clock_map.png
Drawn at 4 px/um.
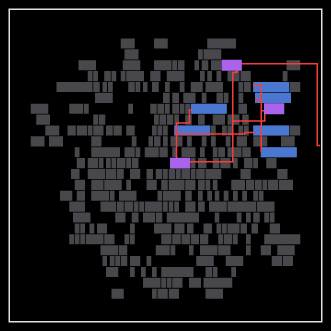
density.png
Drawn at 4 px/um. The die is cut into 8 by 8 equal tiles; dark blue is low, red is high, 0 to 100% covered.
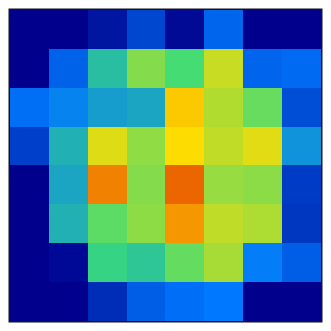
==> config.mk <==
export PLATFORM = sky130hd
export DESIGN_NAME = counter_mod
export DESIGN_NICKNAME = d
export VERILOG_FILES = /design/src/rtl/counter_mod.sv
export SDC_FILE = /design/constraint.sdc
export NUM_CORES = 1
export LEC_CHECK = 0
export ABC_AREA = 1
export CORE_MARGIN = 5
export CORE_UTILIZATION = 35
export CTS_CLUSTER_DIAMETER = 40
export DETAILED_ROUTE_END_ITERATION = 8
export PLACE_DENSITY = 0.62
export REMOVE_ABC_BUFFERS = 1
export SYNTH_ARGS = -nofsm -noshare
export SYNTH_HDL_FRONTEND = slang
export SYNTH_SLANG_ARGS = --single-unit
==> constraint.sdc <==
create_clock -name clk -period 3.3 [get_ports clk]
set_clock_uncertainty 0.2 [all_clocks]
set_input_delay 0.66 -clock clk [delete_from_list [all_inputs] [get_ports clk]]
set_output_delay 0.66 -clock clk [all_outputs]
set_load 0.1 [all_outputs]
==> src/rtl/counter_mod.sv <==
// Programmable-range up/down counter with run-time step, wrap or saturate
// at the range boundary, a registered wrap pulse and a sticky clip flag.
//
// Ports:
//   clk        rising-edge clock
//   rst        asynchronous active-high reset
//   load_n     synchronous load, active-low (beats ce)
//   ce         count enable
//   up_down    1 = count up, 0 = count down
//   sat_en     1 = saturate at the range ends, 0 = wrap
//   step       amount added/subtracted per enabled cycle
//   limit      inclusive upper bound of the range [0, limit]
//   data_load  value loaded when load_n is low (clamped to limit)
//   count_out  registered count
//   max_count  count_out == limit (combinational)
//   zero       count_out == 0 (combinational)
//   wrap_pulse registered, high for the cycle after each wrap
//   sat_flag   registered, sticky; set whenever a result is clipped
module counter_mod #(
  parameter int WIDTH  = 4,
  parameter int STEP_W = 2
) (
  input  logic              clk,
  input  logic              rst,
  input  logic              load_n,
  input  logic              ce,
  input  logic              up_down,
  input  logic              sat_en,
  input  logic [STEP_W-1:0] step,
  input  logic [WIDTH-1:0]  limit,
  input  logic [WIDTH-1:0]  data_load,
  output logic [WIDTH-1:0]  count_out,
  output logic              max_count,
  output logic              zero,
  output logic              wrap_pulse,
  output logic              sat_flag
);

  // One guard bit above the wider of count and step so that
  // count+step and count+R never overflow.
  localparam int EW = ((STEP_W > WIDTH) ? STEP_W : WIDTH) + 1;

  logic [WIDTH-1:0] count_q, count_d;
  logic             wrap_q, wrap_d;
  logic             sat_q, sat_d;

  logic [EW-1:0] cnt_x, lim_x, stp_x, rng_x;
  logic [EW-1:0] sum_x, dif_x, wup_x, wdn_x;
  logic          step_big;
  logic          clip;

  assign cnt_x = EW'(count_q);
  assign lim_x = EW'(limit);
  assign stp_x = EW'(step);
  assign rng_x = lim_x + EW'(1);

  assign sum_x = cnt_x + stp_x;
  assign dif_x = cnt_x - stp_x;
  assign wup_x = sum_x - rng_x;
  assign wdn_x = cnt_x + rng_x - stp_x;

  // A step wider than the whole range cannot wrap meaningfully;
  // such a cycle behaves as saturate mode.
  assign step_big = stp_x > rng_x;
  assign clip     = sat_en | step_big;

  always_comb begin
    count_d = count_q;
    wrap_d  = 1'b0;
    sat_d   = sat_q;
    if (!load_n) begin
      if (data_load <= limit) begin
        count_d = data_load;
        sat_d   = 1'b0;
      end else begin
        count_d = limit;
        sat_d   = 1'b1;
      end
    end else if (ce) begin
      if (count_q > limit) begin
        // limit was lowered under a running count
        count_d = limit;
        sat_d   = 1'b1;
      end else if (stp_x != '0) begin
        if (up_down) begin
          if (sum_x <= lim_x) begin
            count_d = WIDTH'(sum_x);
          end else if (clip) begin
            count_d = limit;
            sat_d   = 1'b1;
          end else begin
            count_d = WIDTH'(wup_x);
            wrap_d  = 1'b1;
          end
        end else begin
          if (stp_x <= cnt_x) begin
            count_d = WIDTH'(dif_x);
          end else if (clip) begin
            count_d = '0;
            sat_d   = 1'b1;
          end else begin
            count_d = WIDTH'(wdn_x);
            wrap_d  = 1'b1;
          end
        end
      end
    end
  end

  always_ff @(posedge clk or posedge rst) begin
    if (rst) begin
      count_q <= '0;
      wrap_q  <= 1'b0;
      sat_q   <= 1'b0;
    end else begin
      count_q <= count_d;
      wrap_q  <= wrap_d;
      sat_q   <= sat_d;
    end
  end

  assign count_out  = count_q;
  assign max_count  = (count_q == limit);
  assign zero       = (count_q == '0);
  assign wrap_pulse = wrap_q;
  assign sat_flag   = sat_q;

endmodule

==> impl_metrics.json <==
{
  "antenna_cells": 0,
  "cts_tree": "yes",
  "vias": 1676,
  "synth.distinct_cells": 28,
  "yosys_area_um2": 1610,
  "cts_setup_buffers": 1,
  "io_buffers": 23,
  "topCellsByArea": "ha_1 (21%), nand2_1 (12%), inv_1 (9.6%)",
  "clk_pin_slew_ps": 40,
  "ys_sh_adder_pct": 27.3,
  "setup_viol": 0,
  "yosys.area.top_type": "ha_1",
  "synthSimpleGateAreaFrac_pct": 35.9,
  "grt.total_usage_pct": 16.2,
  "relSlewSlack_pct": 71.6,
  "first_pass_iters": 4,
  "dp_hpwl_mm": 3.88,
  "htreeDepth": 1,
  "ioPinCount": 24,
  "die_w_um": 77.7,
  "start_kind": "primary input",
  "drc_errors": 0,
  "p_int_mw": 0.770,
  "worst_ir_drop_vdd_v": 0.000326,
  "synth_stat.cells": 244,
  "syn_area_um2": 1610,
  "synthCells": 244,
  "fillCellCount": 459,
  "drive_gt1_share_pct": 25.0,
  "final_max_slew_viol_count": 0,
  "p_comb_share_pct": 84.5,
  "first_iter_violations": 102,
  "nets": 342,
  "grt_pass1_wl_mm": 7.98,
  "grt_max_degree": 10,
  "yosys_warnings": 0,
  "required_ps": 2440,
  "top_cell_area_share_pct": 21.0,
  "gp_congestion": 0.887,
  "vias_per_cell": 4.87,
  "cts_root_buf": "clkbuf_8",
  "status": "complete, no violations",
  "timing.final.crit_share_pct": 95.3,
  "final.setup.tns_ps": 0,
  "p_per_area_nw_per_um2": 852,
  "syn_avg_cell_area_um2": 6.58,
  "mux_area_share_pct": 0,
  "hold_buffers": 0,
  "chip_area_um2": 6040,
  "aoi_share_pct": 12.1,
  "pwr-share-seq_pct": 9.1,
  "postSynthSeqShare_pct": 9.35,
  "ys_ff": 6,
  "critPathKind": "primary input to primary output",
  "ctsResizeCount": 4,
  "chipHeight_um": 77.7,
  "antenna_found_initial": 0,
  "numCtsBuffers": 3,
  "ys_sh_xor_pct": 3.27,
  "p_switching_mw": 1.06,
  "grt_overflow": 0,
  "hp-class": "register to register",
  "clock_path_buffers": 2,
  "crit_fanout": 5,
  "wirelength_mm": 4.59,
  "endpoint_kind": "primary output",
  "routedWlPerCell_um": 13.4,
  "tightest_slew_ps": 426,
  "p_total_mw": 1.83,
  "grt_pass1_vias": 1761,
  "tool_warnings": 29,
  "p_leak_nw": 1.18,
  "cap_violations": 0,
  "netlist_logic_family_top": "simple AND/OR/NAND/NOR gates",
  "max_freq_mhz": 318,
  "switching_share_pct": 57.9,
  "arrival_ps": 2280,
  "hold_viol_final": 0,
  "rows": 24,
  "period_minus_slack_ps": 3140,
  "ant_nets": 0,
  "cts_sinks": 6,
  "syn_to_final_growth_pct": 33.8
}
-- clock_map.png (at the start) --
Key: cells driving clock nets = purple [count 3]; flip-flops = blue [count 6]; clock wires = red [length 163 um]
There are 4 routed clock nets.
clock group power: 0.118 mW
worst skew pair latency: 230 ps
clock power share: 6.4%

-- density.png (at the start) --
20% of the tiles are nearly empty. The mean over all tiles is 35%. The fullest tile reaches 88%.
Core Util, Final: 48.7%
FP Util: 36.4%
core area: 4410 um2

## layer usage
| metal | part of all wire (%) | global-route usage (%) | vias up |
|---|---|---|---|
| met3 | 5.6 | 3.59 | 9 |
| met1 | 48 | 21.6 | 737 |
| met4 | 1.8 | 5.15 | 0 |
| li1 | - | - | 884 |
| met5 | 0 | 0 | - |
| met2 | 45 | 25.8 | 46 |
## registers in the layout (all words and copies together) (netlist names)
name	flops
sat_flag	1
count_out	4
wrap_pulse	1
## stage by stage
stage               worst slack, ps  hold slack (ps)  instance area, um2  std cells  util (%)
global placement               -287              312                2050        340      46.5
floorplan                     -1450              251                1600        243         -
finish                          156              328                2150        344      48.7
CTS                            28.7              324                2110        344      47.7
global route                  -14.5              346                2150        344      48.7
detailed placement             -333              316                2050        340      46.5
## critical path, cell delays in order
cell             delay (ps)
clkdlybuf4s50_1         530
buf_4                   150
inv_1                   100
ha_1                    320
nand2_1                  80
nor2_1                  220
buf_12                  210
## layout by cell type, fill, tap and decap left out, drive strengths merged
cell type      Yosys  layout
inv               48      48
nand2             63      63
o21bai             1       1
nand3b             4       4
clkinv             1       1
nor4               2       2
dlymetal6s2s       0       2
nand3             21      21
o21ai             15      15
nor3               1       1
or2                1       1
clkdlybuf4s50      0      12
ha                27      27
nor2              18      18
fa                 5       5
a21oi             17      17
nand4              7       7
dfrtp              6       6
dlygate4sd2        0       1
clkbuf             0       3
buf                1      31
xor2               5       5
xnor2              1       1
## synth_stat cells
cell and instances:
nand2_1 52, nand4_1 7, xnor2_1 1, o21bai_1 1, buf_4 1, clkinv_1 1, a21oi_2 4, o21ai_1 1
inv_1 41, nor3_2 1, ha_1 27, o21ai_2 3, nand3_2 4, a21oi_1 13, xor2_1 5, nor2_1 17
nand2_2 9, nand2_4 2, nor2_4 1, fa_1 5, o21ai_0 11, or2_0 1, nand3_1 17, dfrtp_1 6
nor4_1 2, inv_4 1, nand3b_1 4, inv_2 6
## path summary, 6_finish.rpt
kind / from / cells past startpoint / to / slack [ps]
setup / recovery: limit[1] / 7 / max_count / 160
hold reg to reg: sat_flag / 2 / sat_flag / 330
hold / removal: sat_flag / 2 / sat_flag / 330
setup reg to reg: count_out[0] / 17 / count_out[0] / 520
max in group asynchronous: rst / 2 / wrap_pulse / 2250
min in group asynchronous: rst / 2 / count_out[0] / 450
## power groups by stage
stage | Clock [mW] | Sequential, mW | Combinational [mW]
after floorplan | 0 | 0.352 | 0.855
after global placement | 0 | 0.164 | 1.49
after detailed placement | 0 | 0.164 | 1.49
after CTS | 0.118 | 0.163 | 1.52
after global routing | 0.124 | 0.172 | 1.73
final | 0.118 | 0.166 | 1.55
## cells by family after synthesis
kind of cell / count (synthesis)
AND-OR/OR-AND: 33
XOR/XNOR: 6
adder cells (fa/ha/maj): 32
buffers and inverters: 50
flip-flops: 6
AND/OR/NAND/NOR: 117
## layout make-up
type | count | area (um2) | area share, %
clock buffer | 3 | 41.3 | 1.92
inverter | 49 | 186 | 8.68
multi-input combinational | 188 | 1310 | 60.8
sequential | 6 | 150 | 6.99
tap | 52 | 65.1 | 3.03
timing repair buffer | 46 | 399 | 18.6
No activity file was given, so power comes from the tool's default toggle rates.
